$ cat config.mk
export PLATFORM = sky130hd
export DESIGN_NAME = bcd_interval_sequencer
export DESIGN_NICKNAME = d
export VERILOG_FILES = /design/src/rtl/bcd_interval_sequencer_pkg.sv /design/src/rtl/bcd_digit_complement.sv /design/src/rtl/bcd_interval_sequencer.sv
export SDC_FILE = /design/constraint.sdc
export NUM_CORES = 1
export LEC_CHECK = 0
export CORE_MARGIN = 4
export CORE_UTILIZATION = 44
export DETAILED_ROUTE_END_ITERATION = 8
export PLACE_DENSITY = 0.88
export SLEW_MARGIN = 20
export SYNTH_ARGS = -nofsm -noshare
export SYNTH_HDL_FRONTEND = slang
export SYNTH_HIERARCHICAL = 1
export SYNTH_SLANG_ARGS = --single-unit
$ cat constraint.sdc
create_clock -name Clk -period 2.05 [get_ports Clk]
set_clock_uncertainty 0.05 [all_clocks]
set_input_delay 0.41 -clock Clk [delete_from_list [all_inputs] [get_ports Clk]]
set_output_delay 0.41 -clock Clk [all_outputs]
set_load 0.01 [all_outputs]
$ cat src/rtl/bcd_interval_sequencer_pkg.sv
// bcd_interval_sequencer_pkg: shared state encoding and BCD constants
package bcd_interval_sequencer_pkg;
    localparam int DIGIT_W = 4;
    localparam logic [DIGIT_W-1:0] BCD_MAX = 4'd9;
    typedef enum logic [2:0] {CLEAR, IDLE, LOAD, RUN, PAUSE, DONE} state_t;
endpackage

$ cat src/rtl/bcd_digit_complement.sv
// bcd_digit_complement: nine's complement of one BCD digit plus digit validity
module bcd_digit_complement
    import bcd_interval_sequencer_pkg::*;
(
    input  logic [DIGIT_W-1:0] digit,
    output logic [DIGIT_W-1:0] comp,
    output logic               valid
);
    assign valid = digit <= BCD_MAX;
    assign comp  = BCD_MAX - digit;
endmodule

$ cat src/rtl/bcd_interval_sequencer.sv
// bcd_interval_sequencer: drives a 74162 decade chain from 9's-complement preset up to all-9s
module bcd_interval_sequencer
    import bcd_interval_sequencer_pkg::*;
#(
    parameter int DIGITS     = 2,
    parameter int DELAY_RISE = 0,
    parameter int DELAY_FALL = 0
) (
    input  logic                      Clk,
    input  logic                      Reset,
    input  logic                      Start,
    input  logic                      Pause,
    input  logic                      Abort,
    input  logic [DIGIT_W*DIGITS-1:0] Preset,
    input  logic                      Chain_RCO,
    output logic                      Clear_bar,
    output logic                      Load_bar,
    output logic                      ENT,
    output logic                      ENP,
    output logic [DIGIT_W*DIGITS-1:0] D,
    output logic                      Busy,
    output logic                      Done,
    output logic                      Error
);
    state_t                      state, state_nxt;
    logic [DIGIT_W*DIGITS-1:0]   comp;
    logic [DIGITS-1:0]           valid;
    logic                        preset_ok, start_ok, start_bad;

    // Output delays are simulation annotations only; registered outputs carry no delay here.
    if (DIGITS < 1 || DELAY_RISE < 0 || DELAY_FALL < 0) begin : g_bad_params
    end

    for (genvar i = 0; i < DIGITS; i++) begin : g_digit
        bcd_digit_complement u_comp (
            .digit(Preset[i*DIGIT_W +: DIGIT_W]),
            .comp (comp[i*DIGIT_W +: DIGIT_W]),
            .valid(valid[i])
        );
    end

    assign preset_ok = &valid;
    assign start_ok  = Start & preset_ok;
    assign start_bad = Start & ~preset_ok & ((state == IDLE) | ((state == DONE) & ~Abort));
    // Gating on RCO stops the chain at all-9s without wrapping.
    assign ENP       = (state == RUN) & ~Chain_RCO;

    always_comb begin
        state_nxt = state;
        case (state)
            CLEAR:   state_nxt = IDLE;
            IDLE:    state_nxt = start_ok ? LOAD : IDLE;
            LOAD:    state_nxt = Abort ? CLEAR : RUN;
            RUN:     state_nxt = Abort ? CLEAR : Chain_RCO ? DONE : Pause ? PAUSE : RUN;
            PAUSE:   state_nxt = Abort ? CLEAR : Pause ? PAUSE : RUN;
            DONE:    state_nxt = Abort ? CLEAR : start_ok ? LOAD : DONE;
            default: state_nxt = CLEAR;
        endcase
    end

    always_ff @(posedge Clk or posedge Reset) begin
        if (Reset) begin
            state     <= CLEAR;
            Clear_bar <= 1'b0;
            Load_bar  <= 1'b1;
            ENT       <= 1'b0;
            D         <= '0;
            Busy      <= 1'b0;
            Done      <= 1'b0;
            Error     <= 1'b0;
        end else begin
            state     <= state_nxt;
            Clear_bar <= state_nxt != CLEAR;
            Load_bar  <= state_nxt != LOAD;
            ENT       <= state_nxt inside {LOAD, RUN, PAUSE, DONE};
            Busy      <= state_nxt inside {LOAD, RUN, PAUSE};
            Done      <= state_nxt == DONE;
            Error     <= start_bad;
            if (state_nxt == LOAD)
                D <= comp;
        end
    end
endmodule

==> results.cfg <==
; implementation run metrics
[run_status]
outcome = finished clean

[timing]
slew_headroom = 0.5827
tns_ns = 0
maxSlewViolCount = 0
rsz0062_at_grt = false
finalCriticalPeriod_ns = 1.935
setup_slack_ns = 0.1150
post-route-period-util = 0.9439
setup_viol = 0
whs_ns = 0.4289
worst_slew_pin_slew_ns = 0.6253

[cells_and_area]
inverters = 11
regArea_um2 = 430.4
logic_gate_count = 45
combGateArea_um2 = 390.4
largest_reg_flops = 8
layout.cells.most_common = clkdlybuf4s50_1
flops = 17
n_antenna_cell = 0
final_area_mm2 = 0.001336

[routing]
wl_per_cell_um = 15.64
dr_wl_met2_um = 1182
wl_met3_um = 186
ant_nets = 0

[critical_path]
critPathLaunch = Preset[5]
critical_path.top_delay_family = buffers and inverters
crit_type = primary input to register
critPathRequiredTime_ns = 2.18
path_cells = dlygate4sd2_1 -> inv_1 -> ha_2 -> nand2_1 -> o211ai_1 -> nand3_1 -> buf_4 -> buf_4 -> buf_4 -> buf_4 -> a22oi_2 -> nand2_1
critPathCapture = state[0]
critPathMaxStageDelay_ns = 0.25
critical_path_depth = 12
timing.rr.end = ENT
crit_top_cell = buf_4
reg2reg_slack_ns = 0.24
cp_max_fo = 2
reg2regPathDepth = 6

[clocking]
htree_levels = 1
post_cts_hold_buffer_count = 0
cts-root-buf = clkbuf_4
cts.clk_slew.worst_paths_ns = 0.09
cts-resized-gates = 10
cts_sinks = 17

[synthesis]
ys_seq_frac = 0.4956
synth.cellmix.xorXnorShare = 0.02035
synth.distinct_cells = 29
yosys.area_share.aoi = 0.1468
yosysWarningCount = 6
yosys_cells = 77
mux_share = 0.1134
simple_gate_area_frac = 0.1032
fp_nets = 94
syn_inst = 77

[pwr]
power_mw = 1.461
clkPwrFrac = 0.126
vdd_drop_max_mv = 0.7418
powerSeq_mw = 0.554
p_leak_nw = 0.6502
p_per_area_mw_per_mm2 = 1093
p_int_mw = 0.9607
maxPowerGroup = combinational logic
pwr-share-comb = 0.495
p_seq_frac = 0.379

[placement]
dpl.hpwl_um = 1642

[floorplan]
core-area_mm2 = 0.001783
io_pins = 29
fp_util = 0.4828

[global_route]
use_met3 = 0.05413
grtUsageMet2 = 0.3410
grtUsageTotal = 0.1929

[flow_run]
warning_count = 26
[cells in the mapped netlist]
library cell  count  area share
nor3_1            1      0.0058
inv_1            10       0.044
mux2_2            6       0.078
a211oi_4          1       0.023
dfstp_2           1       0.031
a21oi_1           3       0.017
nand4_4           1       0.025
o21ai_0           4       0.023
nand3_1           2       0.012
and3_2            1      0.0087
buf_4             2       0.017
a31oi_1           2       0.015
a22oi_1           1      0.0087
nor4_1            1      0.0073
inv_2             1      0.0044
o211a_1           1       0.012
nor2_1            1      0.0044
nand2_1           6       0.026
xor2_1            2       0.020
a221o_1           1       0.012
o221ai_1          1       0.010
or3_1             1      0.0073
a21o_1            1      0.0087
dfrtp_1          16        0.47
mux2_4            2       0.035
nand2b_1          1      0.0073
o211ai_1          2       0.017
ha_1              3       0.044
buf_2             2       0.012
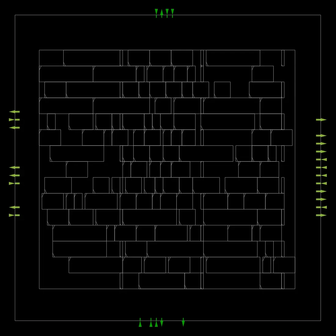
*Placed standard cells*
Post-Route Utilization: 0.7495
cell row count: 15
Seq/total area: 0.3221
fillcell total: 118
# Taps: 25

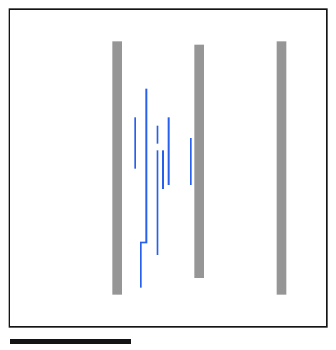
*Signal wires on met4*
The bar under the picture is 20 um long. Supply wires on this layer in gray.
The wires run mostly vertical. The layer carries 85.9 um of wire. The layer holds 3.7% of the routed length. The longest straight run is 25.3 um.
drt total wl: 2315 um
Via Count: 796

Power is estimated from default activity; no workload was simulated.
